==> config.mk <==
export PLATFORM = sky130hd
export DESIGN_NAME = bias_rd_ctrl_flat
export DESIGN_NICKNAME = d
export VERILOG_FILES = /design/src/rtl/bias_rd_ctrl_pkg.sv /design/src/rtl/bias_rd_ctrl_if.sv /design/src/rtl/bias_rd_ctrl.sv /design/src/flat_wrapper.sv
export SDC_FILE = /design/constraint.sdc
export NUM_CORES = 1
export LEC_CHECK = 0
export ABC_AREA = 1
export CORE_MARGIN = 5
export CORE_UTILIZATION = 25
export DETAILED_ROUTE_END_ITERATION = 8
export GPL_TIMING_DRIVEN = 0
export PLACE_DENSITY_LB_ADDON = 0.15
export SYNTH_ARGS = -nofsm -noshare
export SYNTH_HDL_FRONTEND = slang
export SYNTH_SLANG_ARGS = --single-unit
==> constraint.sdc <==
create_clock -name clk -period 1.8 [get_ports clk]
set_input_delay 0.36 -clock clk [delete_from_list [all_inputs] [get_ports clk]]
set_output_delay 0.36 -clock clk [all_outputs]
set_load 0.005 [all_outputs]
==> src/rtl/bias_rd_ctrl_pkg.sv <==
// Shared definitions for the bias ROM read path: global FSM encodings,
// bias sequencer state type and bias memory geometry.
package bias_rd_ctrl_pkg;

  // Global controller FSM
  localparam int               GLB_STATE_W   = 3;
  localparam logic [2:0]       GLB_IDLE      = 3'd0;
  localparam logic [2:0]       GLB_LOAD      = 3'd1;
  localparam logic [2:0]       GLB_ACTIVE    = 3'd2;
  localparam logic [2:0]       GLB_WRITEBACK = 3'd3;
  localparam logic [2:0]       GLB_ERROR     = 3'd7;

  // Bias memory geometry
  localparam int BIAS_ADDR_W        = 9;
  localparam int BIAS_CHANNEL_WIDTH = 288;

  typedef enum logic [1:0] {
    BIAS_IDLE  = 2'd0,
    BIAS_ISSUE = 2'd1,
    BIAS_DRAIN = 2'd2,
    BIAS_DONE  = 2'd3
  } bias_fsm_e;

endpackage

==> src/rtl/bias_rd_ctrl_if.sv <==
// Control/handshake bundle between the bias read sequencer (master)
// and the bias memory stage / consumer (slave).
interface bias_rd_ctrl_if
  import bias_rd_ctrl_pkg::*;
#(
  parameter int ADDR_W  = BIAS_ADDR_W,
  parameter int STATE_W = GLB_STATE_W
);

  logic [STATE_W-1:0] current_state;
  logic [ADDR_W-1:0]  layer_base_addr;
  logic [ADDR_W-1:0]  layer_grp_cnt;
  logic               bias_req;
  logic [ADDR_W-1:0]  addr_rd;
  logic               bias_out_valid;
  logic               BiasMem_valid_out;
  logic               state_rst;
  logic               busy;

  modport master (
    input  current_state, layer_base_addr, layer_grp_cnt, bias_req,
    output addr_rd, bias_out_valid, BiasMem_valid_out, state_rst, busy
  );

  modport slave (
    output current_state, layer_base_addr, layer_grp_cnt, bias_req,
    input  addr_rd, bias_out_valid, BiasMem_valid_out, state_rst, busy
  );

endinterface

==> src/rtl/bias_rd_ctrl.sv <==
// Bias ROM read sequencer: armed on entry to the active global state, issues
// one address per consumer request and tracks the 2-cycle ROM latency.
module bias_rd_ctrl
  import bias_rd_ctrl_pkg::*;
#(
  parameter int                 RD_ADDR_DEPTH = BIAS_ADDR_W,
  parameter int                 STATE_W       = GLB_STATE_W,
  parameter logic [STATE_W-1:0] ACTIVE_STATE  = GLB_ACTIVE
) (
  input  logic           clk,
  input  logic           rstn,
  bias_rd_ctrl_if.master bus
);

  localparam logic [1:0] S_IDLE  = BIAS_IDLE;
  localparam logic [1:0] S_ISSUE = BIAS_ISSUE;
  localparam logic [1:0] S_DRAIN = BIAS_DRAIN;
  localparam logic [1:0] S_DONE  = BIAS_DONE;

  logic [1:0]               state;
  logic [STATE_W-1:0]       prev_state;
  logic [RD_ADDR_DEPTH-1:0] base_q;
  logic [RD_ADDR_DEPTH-1:0] cnt_q;
  logic [RD_ADDR_DEPTH-1:0] idx;
  logic [RD_ADDR_DEPTH-1:0] idx_nxt;
  logic [RD_ADDR_DEPTH-1:0] addr_q;
  // vpipe[0]: address issued last edge; vpipe[1]: ROM data valid this cycle
  logic [1:0]               vpipe;
  logic                     in_active;
  logic                     arm;

  assign in_active = (bus.current_state == ACTIVE_STATE);
  assign arm       = in_active && (prev_state != ACTIVE_STATE);
  assign idx_nxt   = idx + RD_ADDR_DEPTH'(1);

  // NOTE: every register is updated with <= so all reads in this block see
  // pre-edge values; mixing in = here would make order-dependent logic.
  always_ff @(posedge clk or negedge rstn) begin
    if (!rstn) begin
      state      <= S_IDLE;
      prev_state <= '0;
      base_q     <= '0;
      cnt_q      <= '0;
      idx        <= '0;
      addr_q     <= '0;
      vpipe      <= '0;
    end else begin
      prev_state <= bus.current_state;
      case (state)
        S_IDLE: begin
          vpipe <= '0;
          if (arm) begin
            base_q <= bus.layer_base_addr;
            cnt_q  <= bus.layer_grp_cnt;
            idx    <= '0;
            state  <= (bus.layer_grp_cnt == '0) ? S_DONE : S_ISSUE;
          end
        end
        S_ISSUE: begin
          if (!in_active) begin
            state <= S_IDLE;
            vpipe <= '0;
          end else begin
            vpipe <= {vpipe[0], bus.bias_req};
            if (bus.bias_req) begin
              // Sum truncates to RD_ADDR_DEPTH bits: wraps past the top of the ROM
              addr_q <= base_q + idx;
              idx    <= idx_nxt;
              if (idx_nxt == cnt_q) state <= S_DRAIN;
            end
          end
        end
        S_DRAIN: begin
          if (!in_active) begin
            state <= S_IDLE;
            vpipe <= '0;
          end else begin
            vpipe <= {vpipe[0], 1'b0};
            // Leave once the last word moves into the output stage, so the
            // completion pulse lands in the cycle right after the final valid.
            if (!vpipe[0]) state <= S_DONE;
          end
        end
        S_DONE: begin
          vpipe <= '0;
          state <= S_IDLE;
        end
        default: state <= S_IDLE;
      endcase
    end
  end

  assign bus.addr_rd           = addr_q;
  assign bus.bias_out_valid    = vpipe[1];
  assign bus.BiasMem_valid_out = vpipe[1];
  assign bus.state_rst         = (state == S_DONE);
  assign bus.busy              = (state == S_ISSUE) || (state == S_DRAIN);

endmodule

==> src/flat_wrapper.sv <==
// flat-port wrapper written by rule: the top's interface ports become plain ports
module bias_rd_ctrl_flat import bias_rd_ctrl_pkg::*;
#(
  parameter int                 RD_ADDR_DEPTH = BIAS_ADDR_W,
  parameter int                 STATE_W       = GLB_STATE_W,
  parameter logic [STATE_W-1:0] ACTIVE_STATE  = GLB_ACTIVE
)
  (clk, rstn, bus_current_state, bus_layer_base_addr, bus_layer_grp_cnt, bus_bias_req, bus_addr_rd, bus_bias_out_valid, bus_BiasMem_valid_out, bus_state_rst, bus_busy);
  bias_rd_ctrl_if #(.STATE_W(STATE_W)) bus_i ();
  input  logic clk;
  input  logic rstn;
  input wire logic [$bits(bus_i.current_state)-1:0] bus_current_state;
  input wire logic [$bits(bus_i.layer_base_addr)-1:0] bus_layer_base_addr;
  input wire logic [$bits(bus_i.layer_grp_cnt)-1:0] bus_layer_grp_cnt;
  input wire logic [$bits(bus_i.bias_req)-1:0] bus_bias_req;
  output wire logic [$bits(bus_i.addr_rd)-1:0] bus_addr_rd;
  output wire logic [$bits(bus_i.bias_out_valid)-1:0] bus_bias_out_valid;
  output wire logic [$bits(bus_i.BiasMem_valid_out)-1:0] bus_BiasMem_valid_out;
  output wire logic [$bits(bus_i.state_rst)-1:0] bus_state_rst;
  output wire logic [$bits(bus_i.busy)-1:0] bus_busy;
  assign bus_i.current_state = bus_current_state;
  assign bus_i.layer_base_addr = bus_layer_base_addr;
  assign bus_i.layer_grp_cnt = bus_layer_grp_cnt;
  assign bus_i.bias_req = bus_bias_req;
  assign bus_addr_rd = bus_i.addr_rd;
  assign bus_bias_out_valid = bus_i.bias_out_valid;
  assign bus_BiasMem_valid_out = bus_i.BiasMem_valid_out;
  assign bus_state_rst = bus_i.state_rst;
  assign bus_busy = bus_i.busy;
  bias_rd_ctrl #(.RD_ADDR_DEPTH(RD_ADDR_DEPTH), .STATE_W(STATE_W), .ACTIVE_STATE(ACTIVE_STATE)) u_core (.clk(clk), .rstn(rstn), .bus(bus_i));
endmodule
Run 1, routed metal, one color a layer:
(2 px per um) Only two layers are drawn.
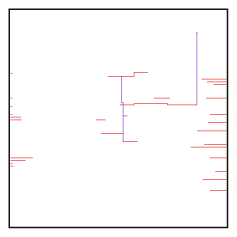
- purple: met4 (wire length 69.6 um)
- red: met3 (wire length 258 um)
all-layer global routing usage: 0.108
average wire per cell in the routed design: 12.0 um

Run 1, the clock network:
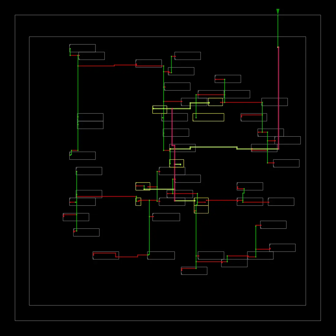
worst clock skew on the final layout: 0.0102 ns
clkbuf count: 6

==> job_summary.md, run 1 <==
### Metrics collected by this job

| Metric | Value |
|---|---|
| Run status | finished, violations left |
| Failing checks | negative setup slack |
| Vertical die size | about 110 um |
| Worst min-delay path class | flop to flop |
| Final WL | 5720 um |
| Largest vdd supply drop | 0.000416 V |
| Area added between synthesis and finish | 37.6% |
| Wire length of the first global-routing pass | roughly 10000 um |
| Final core area utilization | 0.357 |
| Floorplan core area | 9330 um2 |
| Pin count of the biggest net entering global routing | 30 |
| Sequential-to-total area share from yosys stat | 0.445 |
| Max Cap Violations | 0 |
| Via density per instance | 4.27 |
| Area of all placed cells without fillers | ~3300 um2 |
| Syn Inst Count | approximately 290 |
| Weighted congestion reported at the end of routability-driven placement | just over 0.8 |
| TritonCTS clock tree | yes |
| Leading area contributor after synthesis | sky130_fd_sc_hd__dfrtp_1 |
| Leakage power total | between 1.5 and 2 nW |
| Netlist area before placement | approximately 2400 um2 |
| Die width | between 100 and 150 um |
| Diodes inserted | 0 |
| Slew of the pin with the lowest slew margin | approximately 0.37 ns |
| Ratio of cells with drive above 1 in the final layout | 0.228 |
| Fin worst setup slack | -0.216 ns |
| Number of nets in the synthesized netlist | between 300 and 400 |
| DPL Wire Length | 4420 um |
| Number of design rule violations left after detail routing | 0 |
| Core utilization at floorplan | 0.259 |
| Cell Rows | 35 |
| Clock slew at reported path FFs | approximately 0.09 ns |
| Post-layout period usage of the worst path | 1.12 |
| Number of buffers and inverters on the critical path | 3 |
| Kind of cell adding the most delay to the critical path | AND-OR/OR-AND gates |
| Data arrival time of the critical path | approximately 2.2 ns |
| Max clock buf depth | 2 |
| Residual overflow from global routing | 0 |
| Cell area power density | 1240 nW/um2 |
| Final standard cell count with taps included and fillers excluded | around 480 |
| Top-area cell share | 0.445 |
| Hold_ws | 0.484 ns |
| Biggest area cells | sky130_fd_sc_hd__dfrtp_1, sky130_fd_sc_hd__nand2_1, sky130_fd_sc_hd__ha_1 |
| Footprint of the flip-flops and latches | ~1100 um2 |
| Data required, critical path | about 2.0 ns |
| Cell chain of the critical path | buf_12 -> ha_4 -> inv_2 -> fa_2 -> o211ai_1 -> buf_4 -> nand4_1 -> o211ai_1 -> xnor2_1 -> o21ai_1 |
| Nets@finish | about 380 |
| Count of cell types in the netlist | 34 |
| Mean area per synthesized cell | ~8.4 um2 |
| Post-synth top flop | sky130_fd_sc_hd__dfrtp_1 |
| Top achievable clock speed | about 500 MHz |
| List of most frequent post-synthesis cells | sky130_fd_sc_hd__nand2_1, sky130_fd_sc_hd__dfrtp_1, sky130_fd_sc_hd__inv_1 |
| Antenna violations before repair | 0 |
| CTS Buf Count | 5 |
| Flip-flop and latch count after synthesis | between 40 and 50 |
| Fill count | just over 1000 |
| Crit Path Category | flop to flop |
| Number of H-tree levels | 2 |
| Yosys warns | 0 |
| Shortest clock period the worst path allows after layout | ~2 ns |
| Total Power Consumption | around 4.1 mW |
| Vias in the first global route | between 2000 and 2500 |
| CTS sink count | 43 |
| Number of I/O port buffers | 36 |
| Max-slew violations | 0 |
| Crit path max-delay cell type | sky130_fd_sc_hd__dfrtp_2 |
| Vias after detailed routing | around 2000 |
| Worst path most repeated cell | sky130_fd_sc_hd__o211ai_1 |
| Crit end category | flop |
| First-iteration detailed-routing DRC count | 67 |
| Type of origin of the critical path | flop |
| Antenna Violating Nets Remaining | 0 |
| Most frequent cell after synthesis | sky130_fd_sc_hd__nand2_1 |
| Total die area | roughly 12000 um2 |
| Number of placed cells counting well taps | 453 |
| Fraction of registers with async set or reset after synthesis | 1.00 |
| Worst stage delay on the critical path | about 0.40 ns |
| Logic area | ~1300 um2 |
| Hold violation count in the final report | 0 |
| Number of warning messages in the logs | 32 |
| Synthesized chip area reported by yosys | ~2400 um2 |
| Root buffer cell | sky130_fd_sc_hd__clkbuf_8 |
| Largest fanout of any net on the critical path | 3 |
| Post-Place Cell Area | ~3000 um2 |
| I/O pin total | 37 |
| Count of flip-flops with a built-in enable after synthesis | 0 |
| Ys cells | 287 |
| Final setup violation count | 3 |
| Tightest slew margin relative to the limit | 0.755 |
Run 1, routed clock nets over the placement:
(4 px per um)
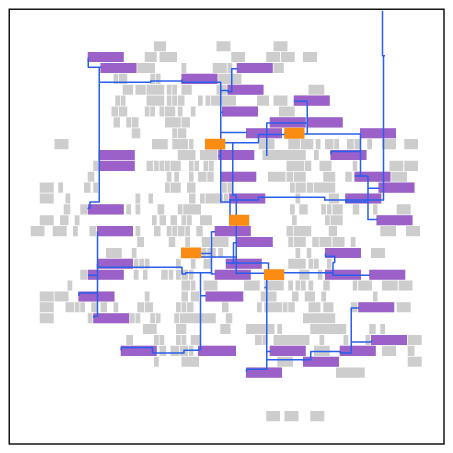
- purple: flip-flops (count 43)
- blue: clock wires (length 633 um)
- orange: cells driving clock nets (count 5)
- routed clock nets: 6
clock network power: 791 uW
clock latency on the worst-skew pair: 0.30 ns
Clock power frac: 0.192

[run 1: report_power, final]
group	switching, mW	internal, mW
logic	0.914	0.908
registers	0.207	1.31
clock network	0.341	0.449
[run 1: state kept, by name (all words and copies together), names as in the netlist]
name                cells
u_core.base_q           9
u_core.bus.addr_rd      9
u_core.cnt_q            9
u_core.idx              9
u_core.prev_state       3
u_core.state            2
u_core.vpipe            2
[run 1: through the flow]
stage / TNS [ns] / worst slack [ns]
floorplan: -0.0354 / -0.0354
global placement: -44.62 / -0.852
detailed placement: -8.08 / -0.324
CTS: -0.529 / -0.164
global route: -1.02 / -0.300
finish: -0.423 / -0.216
[run 1: cells in the final DEF (no fill, tap or decap), types with 6 or more instances in the layout]
master                            count
sky130_fd_sc_hd__nand2_1             64
sky130_fd_sc_hd__ha_1                 9
sky130_fd_sc_hd__nor2_1              22
sky130_fd_sc_hd__buf_4               13
sky130_fd_sc_hd__inv_1               34
sky130_fd_sc_hd__clkbuf_8             6
sky130_fd_sc_hd__a21oi_1             12
sky130_fd_sc_hd__mux2_2               9
sky130_fd_sc_hd__o21ai_0             11
sky130_fd_sc_hd__clkdlybuf4s50_1     33
sky130_fd_sc_hd__o22ai_2              6
sky130_fd_sc_hd__nand2_2             10
sky130_fd_sc_hd__dfrtp_1             41
sky130_fd_sc_hd__nand3_1             18
[run 1: metal layers]
| layer | up-vias | global-route usage | part of all wire |
|---|---|---|---|
| met2 | 35 | 0.181 | 0.47 |
| met3 | 6 | 0.0239 | 0.045 |
| met5 | - | 0 | 0 |
| met4 | 0 | 0.0343 | 0.012 |
| met1 | 933 | 0.139 | 0.48 |
| li1 | 1057 | - | - |
[run 1: what timing repair did]
item,in CTS,in global routing
resized,22,17
hold buffers,1,0
buffers inserted,12,3
hold endpoints to repair,14,0
pin swaps,11,19
endpoints found under the setup margin,9,21
[run 1: worst paths after layout]
kind,start,to,slack (ns),cells past startpoint
max,u_core.idx[0],u_core.bus.addr_rd[8],-0.22,10
min,u_core.bus.addr_rd[0],u_core.bus.addr_rd[0],0.48,2
max reg2reg,u_core.idx[0],u_core.bus.addr_rd[8],-0.22,10
min reg2reg,u_core.bus.addr_rd[0],u_core.bus.addr_rd[0],0.48,2
max in group asynchronous,rstn,u_core.idx[0],0.82,3
min in group asynchronous,rstn,u_core.bus.addr_rd[1],0.50,2
[run 1: kinds of logic (layout without fill, tap and decap cells)]
family / count (synthesis) / count (layout) / share of synthesized area
buffers and inverters: 43 / 103 / 0.0704
and+or+nand+nor: 133 / 133 / 0.247
muxes: 9 / 9 / 0.0419
DFF: 43 / 43 / 0.445
AOI/OAI and AO/OA: 40 / 40 / 0.101
adders and majority gates: 14 / 14 / 0.0756
xor gates and xnor gates: 5 / 5 / 0.0181
[run 1: tightest hold or removal path, delay by kind of cell, from the launching register on]
kind	cells	cell delay, ns
and+or+nand+nor	2	0.11
DFF	1	0.35
[run 1: cell type report]
type,instances,share of cell area
plain buffers,4,0.00752
well taps,129,0.0485
multi-input cells,201,0.387
clock inverters,2,0.0105
flip-flops and latches,43,0.324
inverters,39,0.0448
repair buffers,52,0.153
clock buffers,6,0.0248
--- run 2 (diff from run 1) ---
--- a/config.mk
+++ b/config.mk
@@ -6,11 +6,14 @@
 export NUM_CORES = 1
 export LEC_CHECK = 0
 export ABC_AREA = 1
+export CELL_PAD_IN_SITES_DETAIL_PLACEMENT = 1
+export CELL_PAD_IN_SITES_GLOBAL_PLACEMENT = 1
 export CORE_MARGIN = 5
 export CORE_UTILIZATION = 25
 export DETAILED_ROUTE_END_ITERATION = 8
 export GPL_TIMING_DRIVEN = 0
 export PLACE_DENSITY_LB_ADDON = 0.15
+export SLEW_MARGIN = 10
 export SYNTH_ARGS = -nofsm -noshare
 export SYNTH_HDL_FRONTEND = slang
 export SYNTH_SLANG_ARGS = --single-unit
Run 2, logic cells by family:
(3 px per um)
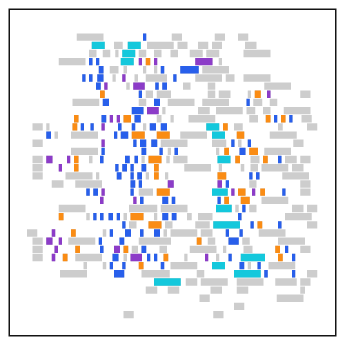
- purple: NOR gates (cells 30)
- blue: NAND gates (cells 101)
- orange: inverting AOI/OAI gates (cells 40)
- cyan: adder and majority cells (cells 14)

Run 2, routed clock nets over the placement:
(4 px per um)
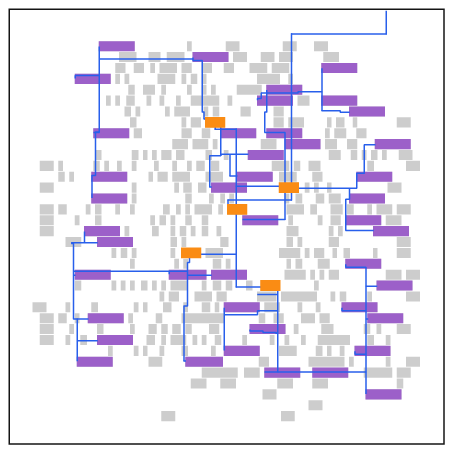
- orange: cells driving clock nets (count 5)
- purple: flip-flops (count 43)
- blue: clock wires (length 685 um)
- routed clock nets: 6
- flops lie: widely spread
worst clock skew on the final layout: 0.00430 ns
clock network power: 806 uW

Run 2, the clock network:
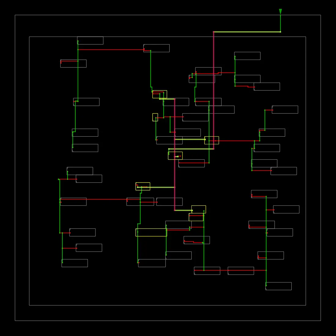
count of flip-flops and latches: 43
CTS Buf Count: 5
CTS sink count: 43

==> run 2 against run 1 <==
The flow finishes with violations (negative hold slack, negative setup slack). First-iteration DRC count is 34% higher. Utilization is 0.86 points higher. Die area stayed put. Fmax is 11% higher. Clock power is 2% higher. Total power is 1.8% higher. Final cell count is 1.9% higher. Combinational power is 3% higher. Via count is 3.3% higher. Clock skew is 0.0059 ns lower. Area after synthesis stayed put. Register-to-register slack better by 0.20 ns. Largest power group unchanged.
==> job_summary.md, run 2 <==
### Metrics collected by this job

| Metric | Value |
|---|---|
| Top achievable clock speed | 551 MHz (+11%) |
| Via density per instance | 4.33 (+1.4%) |
| Internal power | 2.69 mW (+0.86%) |
| Residual overflow from global routing | 0 (unchanged) |
| Syn Inst Count | 287 (unchanged) |
| Data required, critical path | 1.99 ns (about the same) |
| Cell area power density | 1230 nW/um2 (-0.59%) |
| Crit Path Category | flop to flop |
| Max clock buf depth | 2 (unchanged) |
| Wire length of the first global-routing pass | 10600 um (+6.0%) |
| Post-layout period usage of the worst path | 1.01 (-0.112) |
| Hold violation count in the final report | 1 (+1) |
| Final core area utilization | 0.365 (+0.00859) |
| Tightest slew margin relative to the limit | 0.691 (-0.0639) |
| Vias after detailed routing | 2098 (+3.3%) |
| TritonCTS clock tree | yes |
| Vertical die size | 108 um (unchanged) |
| Top-area cell share | 0.445 (unchanged) |
| Diodes inserted | 0 (unchanged) |
| Data arrival time of the critical path | 2.01 ns (-0.18 ns) |
| Floorplan core area | 9330 um2 (unchanged) |
| Largest fanout of any net on the critical path | 4 (+1) |
| Netlist area before placement | 2420 um2 (unchanged) |
| Highest signal layer in the routed design | met4 |
| First-iteration detailed-routing DRC count | 90 (+34%) |
| DPL Wire Length | 4780 um (+8.1%) |
| Cell Rows | 35 (unchanged) |
| Mean area per synthesized cell | 8.42 um2 (unchanged) |
| Number of design rule violations left after detail routing | 0 (unchanged) |
| Total die area | 11700 um2 (unchanged) |
| Proportion of power drawn by flip-flops and latches | 0.364 (-0.003) |
| Cell chain of the critical path | buf_6 -> ha_4 -> nand3_1 -> nor2_2 -> nand3_1 -> nand2_2 -> a21boi_0 -> nor2_1 -> nand3_1 -> nand2_2 -> nand2_2 -> nand2_1 -> nand2_1 |
| Total Power Consumption | 4.20 mW (+1.8%) |
| Fin worst setup slack | -0.0139 ns (+0.202 ns) |
| Clock latency on the worst-skew pair | 0.30 ns (about the same) |
| Ys cells | 287 (unchanged) |
| Synthesized chip area reported by yosys | 2420 um2 (unchanged) |
| Vias in the first global route | 2194 (+2.7%) |
| Type of origin of the critical path | flop |
| Core utilization at floorplan | 0.259 (unchanged) |
| Sequential-to-total area share from yosys stat | 0.445 (unchanged) |
| Area added between synthesis and finish | 40.9% |
| Count of cell types in the netlist | 34 (unchanged) |
| Number of nets in the synthesized netlist | 325 (unchanged) |
| Slack of the worst reg-to-reg path | -0.01 ns (+0.20 ns) |
| Nets@finish | 393 (+2.3%) |
| Slew of the pin with the lowest slew margin | 0.464 ns (+0.0958 ns) |
| Number of I/O port buffers | 36 (unchanged) |
| Worst min-delay path class | input port to async pin |
| Most used cells in the layout excluding fill and tap cells | sky130_fd_sc_hd__nand2_1, sky130_fd_sc_hd__dfrtp_1, sky130_fd_sc_hd__inv_1, sky130_fd_sc_hd__clkdlybuf4s50_1 |
| Leading area contributor after synthesis | sky130_fd_sc_hd__dfrtp_1 |
| Shortest clock period the worst path allows after layout | 1.81 ns (-0.202 ns) |
| Fill count | 1096 (+8.5%) |
| Logic gate share of total power | 0.444 (+0.002) |
| Run status | finished, violations left |
| Max Cap Violations | 0 (unchanged) |
| Clock slew at reported path FFs | 0.09 ns (about the same) |
| Hold_ws | -0.000843 ns (-0.485 ns) |
| Fraction of registers with async set or reset after synthesis | 1.00 (unchanged) |
| Crit path max-delay cell type | sky130_fd_sc_hd__dfrtp_1 |
| Count of flip-flops with a built-in enable after synthesis | 0 (unchanged) |
| Met3 wire len | 181 um (-30%) |
| Clock power frac | 0.192 (about the same) |
| Most frequent cell after synthesis | sky130_fd_sc_hd__nand2_1 |
| Switching power total | 1.51 mW (+3.5%) |
| Number of H-tree levels | 2 (unchanged) |
| Crit end category | flop |
| Final setup violation count | 2 (-1) |
| Root buffer cell | sky130_fd_sc_hd__clkbuf_8 |
| Weighted congestion reported at the end of routability-driven placement | 0.788 (-2.4%) |
| Pin count of the biggest net entering global routing | 26 (-13%) |
| List of most frequent post-synthesis cells | sky130_fd_sc_hd__nand2_1, sky130_fd_sc_hd__dfrtp_1, sky130_fd_sc_hd__inv_1 |
| Amount of wire on met2 after detailed routing | 3150 um (+18%) |
| Largest vdd supply drop | 0.000315 V (-24%) |
| Failing checks | negative hold slack, negative setup slack |
| Flip-flop and latch count after synthesis | 43 (unchanged) |
| Max-slew violations | 0 (unchanged) |
| Post-synth top flop | sky130_fd_sc_hd__dfrtp_1 |
| Average wire per cell in the routed design | 13.1 um (+9.0%) |
| All-layer global routing usage | 0.115 (+0.00679) |
| Antenna violations before repair | 0 (unchanged) |
| Worst stage delay on the critical path | 0.39 ns (about the same) |
| Quantity of hold-fixing buffers added after cts | 0 (-1) |
| WL met1 | 2940 um (+7.6%) |
| Final WL | 6360 um (+11%) |
| Die width | 108 um (unchanged) |
[run 2: what timing repair did]
item,4_1_cts,5_1_grt
cloned,0,0
endpoints found under the setup margin,12,26
buffers inserted,12,12
resized,16,25
pin swaps,9,21
[run 2: power by group through the flow]
stage	Combinational, mW	Clock, mW	Sequential (mW)
finish	1.87	0.806	1.53
global route	2.13	0.869	1.58
CTS	1.77	0.842	1.52
detailed placement	1.58	0	1.56
global placement	1.55	0	1.54
floorplan	1.02	0	1.50
[run 2: area by class of cell]
| cell class | count | area (um2) | share of cell area |
|---|---|---|---|
| buffer | 4 | 28.8 | 0.00845 |
| clock buffer | 6 | 82.6 | 0.0242 |
| clock inverter | 2 | 35.0 | 0.0103 |
| inverter | 39 | 149 | 0.0437 |
| multi-input combinational | 201 | 1290 | 0.378 |
| sequential | 43 | 1080 | 0.317 |
| tap | 129 | 161 | 0.0474 |
| timing repair buffer | 61 | 582 | 0.171 |
[run 2: per-stage QoR]
step / hold slack (ns) / cells / setup slack, ns / area, um2
2_1_floorplan: 0.0644 / 287 / -0.0354 / 2420
3_3_place_gp: 0.467 / 452 / -0.884 / 2940
3_5_place_dp: 0.345 / 453 / -0.371 / 2960
4_1_cts: 0.00715 / 473 / -0.107 / 3220
5_1_grt: 0.0374 / 485 / -0.177 / 3410
6_report: -0.000843 / 485 / -0.0139 / 3410
[run 2: final timing paths]
path                                  startpoint                    end  cells past startpoint
min reg2reg                u_core.bus.addr_rd[0]  u_core.bus.addr_rd[0]                      2
min in group clk            bus_current_state[1]   u_core.prev_state[1]                      1
max reg2reg                        u_core.idx[1]        u_core.state[0]                     13
max                                u_core.idx[1]        u_core.state[0]                     13
min                                         rstn  u_core.bus.addr_rd[1]                      1
max in group asynchronous                   rstn          u_core.idx[3]                      2
[run 2: logic make-up (layout without fill, tap and decap cells)]
logic type,after synthesis,after routing,synth area share
buffers and inverters,43,112,0.0704
muxes,9,9,0.0419
AOI/OAI and AO/OA,40,40,0.101
adders and majority gates,14,14,0.0756
and+or+nand+nor,133,133,0.247
DFF,43,43,0.445
xor gates and xnor gates,5,5,0.0181
[run 2: critical path, delay by kind of cell, from the launching register on]
kind / cells / cell delay (ns)
buf+inv: 1 / 0.12
fa+ha+maj: 1 / 0.14
flops: 1 / 0.39
simple gates: 10 / 0.98
compound gates: 1 / 0.08
[run 2: per-layer routing]
layer | GRT usage | vias to the layer above
met5 | 0 | -
met4 | 0.0325 | 0
met3 | 0.0197 | 7
met2 | 0.198 | 29
met1 | 0.148 | 991
li1 | - | 1071
--- run 3 (diff from run 2) ---
--- a/config.mk
+++ b/config.mk
@@ -9,7 +9,7 @@
 export CELL_PAD_IN_SITES_DETAIL_PLACEMENT = 1
 export CELL_PAD_IN_SITES_GLOBAL_PLACEMENT = 1
 export CORE_MARGIN = 5
-export CORE_UTILIZATION = 25
+export CORE_UTILIZATION = 36
 export DETAILED_ROUTE_END_ITERATION = 8
 export GPL_TIMING_DRIVEN = 0
 export PLACE_DENSITY_LB_ADDON = 0.15
@@ -17,3 +17,4 @@
 export SYNTH_ARGS = -nofsm -noshare
 export SYNTH_HDL_FRONTEND = slang
 export SYNTH_SLANG_ARGS = --single-unit
+export TNS_END_PERCENT = 100
Run 3, the clock network:
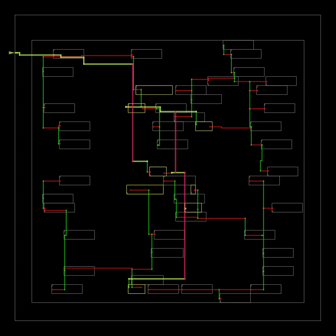
clock network power: 903 uW
worst clock skew on the final layout: 0.00721 ns

Run 3, ports around the boundary:
(4 px per um) Pins as bars across the die edge, other pins in gray.
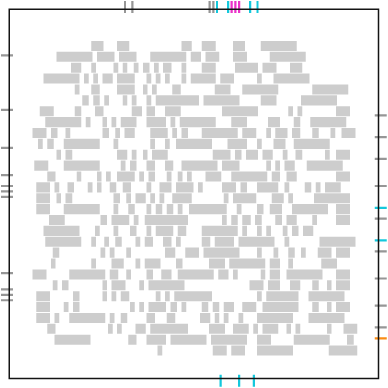
- magenta: `bus_current_state` (pins 3; direction input; edge north)
- cyan: `bus_layer_base_addr` (pins 9; direction input; edge 4 north, 3 south, 2 east)
- orange: `rstn` (pins 1; direction input; edge east)

Run 3, routed metal, one color a layer:
(3 px per um) Only two layers are drawn.
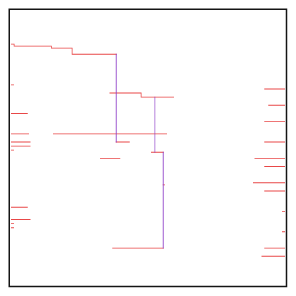
- purple: met4 (wire length 79.6 um)
- red: met3 (wire length 243 um)
final WL: 6250 um
vias after detailed routing: 2134
average wire per cell in the routed design: 14.6 um
all-layer global routing usage: 0.154

==> run 3 against run 2 <==
The flow finishes with violations (negative setup slack). Fmax down 1.6%. Critical endpoint is now u_core.bus.addr_rd[6]. Sequential share of layout area rose by 0.50 points. Global-route usage grew 3.9 points. Sequential power hardly changed. Setup slack got worse by 0.030 ns. Die area decreased by 28%. Utilization rose by 15 points.
==> job_summary.md, run 3 <==
### Metrics collected by this job

| Metric | Value |
|---|---|
| Shortest clock period the worst path allows after layout | 1.84 ns (+0.0300 ns) |
| Worst path most repeated cell | sky130_fd_sc_hd__nand2_1 |
| Cell chain of the critical path | ha_4 -> inv_2 -> fa_2 -> o211ai_1 -> nand2_1 -> nand2_1 -> a21oi_2 -> or2_4 -> a31oi_1 |
| Number of placed cells counting well taps | 401 (-11%) |
| Flip-flop and latch count after synthesis | 43 (unchanged) |
| Fin worst setup slack | -0.0439 ns (-0.0300 ns) |
| CTS Buf Count | 5 (unchanged) |
| Most frequently placed logic cell in the final layout | sky130_fd_sc_hd__nand2_1 |
| Crit Path Category | flop to flop |
| Sequential-to-total area share from yosys stat | 0.445 (unchanged) |
| Synthesized chip area reported by yosys | 2420 um2 (unchanged) |
| End of the worst register-to-register path | u_core.bus.addr_rd[6] |
| Most used cells in the layout excluding fill and tap cells | sky130_fd_sc_hd__nand2_1, sky130_fd_sc_hd__dfrtp_1, sky130_fd_sc_hd__inv_1, sky130_fd_sc_hd__clkdlybuf4s50_1, sky130_fd_sc_hd__nor2_1 |
| Leakage power total | 1.54 nW |
| Cell area power density | 1310 nW/um2 (+5.9%) |
| Slack of the worst reg-to-reg path | -0.04 ns (-0.03 ns) |
| Netlist area before placement | 2420 um2 (unchanged) |
| Top-area cell share | 0.445 (unchanged) |
| Max clock buf depth | 2 (unchanged) |
| Final core area utilization | 0.520 (+0.155) |
| I/O pin total | 37 |
| Vias in the first global route | 2181 (-0.59%) |
| Fraction of registers with async set or reset after synthesis | 1.00 (unchanged) |
| Data arrival time of the critical path | 2.07 ns (+0.06 ns) |
| Run status | finished, violations left |
| List of most frequent post-synthesis cells | sky130_fd_sc_hd__nand2_1, sky130_fd_sc_hd__dfrtp_1, sky130_fd_sc_hd__inv_1 |
| Count of flip-flops with a built-in enable after synthesis | 0 (unchanged) |
| Number of design rule violations left after detail routing | 0 (unchanged) |
| Worst min-delay path class | input port to flop |
| Crit end category | flop |
| Post-synth top flop | sky130_fd_sc_hd__dfrtp_1 |
| Largest fanout of any net on the critical path | 2 (-2) |
| Number of I/O port buffers | 36 (unchanged) |
| Capturing instance or port of the critical path | u_core.bus.addr_rd[6] |
| Syn Inst Count | 287 (unchanged) |
| Clock slew at reported path FFs | 0.08 ns (about the same) |
| Max Cap Violations | 0 (unchanged) |
| Count of cell types in the netlist | 34 (unchanged) |
| Top achievable clock speed | 542 MHz (-1.6%) |
| Clock latency on the worst-skew pair | 0.30 ns (about the same) |
| Via density per instance | 4.99 (+15%) |
| Antenna Violating Nets Remaining | 0 |
| Number of warning messages in the logs | 32 |
| Wire length of the first global-routing pass | 10400 um (-1.9%) |
| Final setup violation count | 4 (+2) |
| First-iteration detailed-routing DRC count | 31 (-66%) |
| Slew of the pin with the lowest slew margin | 0.419 ns (-0.0451 ns) |
| Residual overflow from global routing | 0 (unchanged) |
| Final standard cell count with taps included and fillers excluded | 428 (-12%) |
| Ratio of cells with drive above 1 in the final layout | 0.262 |
| Startpoint of the most critical setup path | u_core.base_q[0] |
| Cell Rows | 29 (-17%) |
| Number of H-tree levels | 2 (unchanged) |
| Footprint of the flip-flops and latches | 1080 um2 (+0.12%) |
| TritonCTS clock tree | yes |
| Tightest slew margin relative to the limit | 0.721 (+0.0301) |
| RSZ-0062 raised after global routing | true |
| Mean area per synthesized cell | 8.42 um2 (unchanged) |
| Ys cells | 287 (unchanged) |
| Cells on worst reg2reg path | 9 (-4) |
| Biggest area cells | sky130_fd_sc_hd__dfrtp_1, sky130_fd_sc_hd__nand2_1, sky130_fd_sc_hd__ha_1 |
| Most frequent cell after synthesis | sky130_fd_sc_hd__nand2_1 |
| CTS sink count | 43 (unchanged) |
| Kind of cell adding the most delay to the critical path | adder cells |
| Pin count of the biggest net entering global routing | 27 (+3.8%) |
| Post-Place Cell Area | 2890 um2 (-2.2%) |
| Failing checks | negative setup slack |
| Hold violation count in the final report | 0 (-1) |
| Leading area contributor after synthesis | sky130_fd_sc_hd__dfrtp_1 |
| Nets@finish | 388 (-1.3%) |
| Total die area | 8450 um2 (-28%) |
| Number of nets in the synthesized netlist | 325 (unchanged) |
| Data required, critical path | 2.03 ns (+0.04 ns) |
| Area of all placed cells without fillers | 3360 um2 (-1.4%) |
| Post-layout period usage of the worst path | 1.02 (+0.0167) |
| DPL Wire Length | 4530 um (-5.2%) |
| Diodes inserted | 0 (unchanged) |
| Number of optimization iterations in the first detailed-route pass | 4 |
| Fill count | 755 (-31%) |
| Vertical die size | 91.9 um (-15%) |
| Launch instance of the worst register-to-register path | u_core.base_q[0] |
| Weighted congestion reported at the end of routability-driven placement | 0.760 (-3.6%) |
| Yosys warns | 0 |
| Die width | 91.9 um (-15%) |
| Area added between synthesis and finish | 38.9% |
| Root buffer cell | sky130_fd_sc_hd__clkbuf_8 |
| Core utilization at floorplan | 0.374 (+0.115) |
| Max-slew violations | 0 (unchanged) |
| Number of buffers and inverters on the critical path | 1 (unchanged) |
| Largest vdd supply drop | 0.000463 V (+47%) |
| Antenna violations before repair | 0 (unchanged) |
| Floorplan core area | 6460 um2 (-31%) |
| Crit path depth | 9 (-4) |
| Worst stage delay on the critical path | 0.40 ns (about the same) |
| Hold_ws | 0.328 ns (+0.328 ns) |
| Crit path max-delay cell type | sky130_fd_sc_hd__dfrtp_1 |
| Logic area | 1350 um2 (+4.8%) |
| Type of origin of the critical path | flop |
run 3: cell counts after synthesis:
Identical to the previous run, type by type.
run 3: cells by family (layout without fill, tap and decap cells):
family                   after synthesis  after routing  share of synthesized area
AND/OR/NAND/NOR                      133            133                      0.247
flip-flops                            43             43                      0.445
buffers and inverters                 43            107                     0.0704
AND-OR/OR-AND                         40             40                      0.101
adder cells (fa/ha/maj)               14             14                     0.0756
multiplexers                           9              9                     0.0419
XOR/XNOR                               5              5                     0.0181
run 3: worst min-delay path by stage:
stage,startpoint,endpoint,slack (ns),cells past startpoint
floorplan,rstn,u_core.base_q[0],0.06,0
global placement,u_core.bus.addr_rd[1],u_core.bus.addr_rd[1],0.47,2
detailed placement,rstn,u_core.bus.addr_rd[2],0.32,1
CTS,bus_current_state[1],u_core.prev_state[1],0.32,1
global route,bus_current_state[1],u_core.prev_state[1],0.33,1
finish,bus_current_state[1],u_core.prev_state[1],0.33,1
run 3: per-layer routing:
layer  GRT usage  wire [um]  vias to the layer above
li1            -          -                     1058
met1       0.183       2720                     1036
met2       0.280       3200                       33
met3      0.0311        242                        7
met4      0.0483         79                        0
met5           0          0                        -
run 3: metrics by stage:
| step | setup slack (ns) | total power, mW | TNS [ns] |
|---|---|---|---|
| after floorplan | -0.0354 | 2.52 | -0.0354 |
| after global placement | -0.800 | 3.06 | -41.93 |
| after detailed placement | -0.362 | 3.12 | -8.68 |
| after CTS | -0.103 | 4.23 | -0.345 |
| after global routing | -0.202 | 4.77 | -0.855 |
| final | -0.0439 | 4.38 | -0.105 |
run 3: layout make-up:
cell class	instances	share of cell area
plain buffers	4	0.00745
repair buffers	56	0.156
clock buffers	6	0.0216
well taps	77	0.0287
inverters	39	0.0444
clock inverters	2	0.0179
multi-input cells	201	0.402
flip-flops and latches	43	0.322
run 3: power breakdown:
group	total, mW	switching [mW]	internal [mW]	leakage (nW)
sequential	1.54	0.231	1.31	0.532
clock	0.903	0.348	0.555	0.0654
combinational	1.94	0.967	0.977	0.945
total	4.38	1.55	2.84	1.54
run 3: timing repair:
action | CTS | global route
pin swaps | 15 | 25
hold buffers | 1 | 0
gates cloned | 0 | 0
gates resized | 20 | 32
setup endpoints to repair | 14 | 17
hold endpoints to repair | 17 | 0
setup buffers | 13 | 5
Power figures rest on the tool's default switching activity, not on a simulated workload.
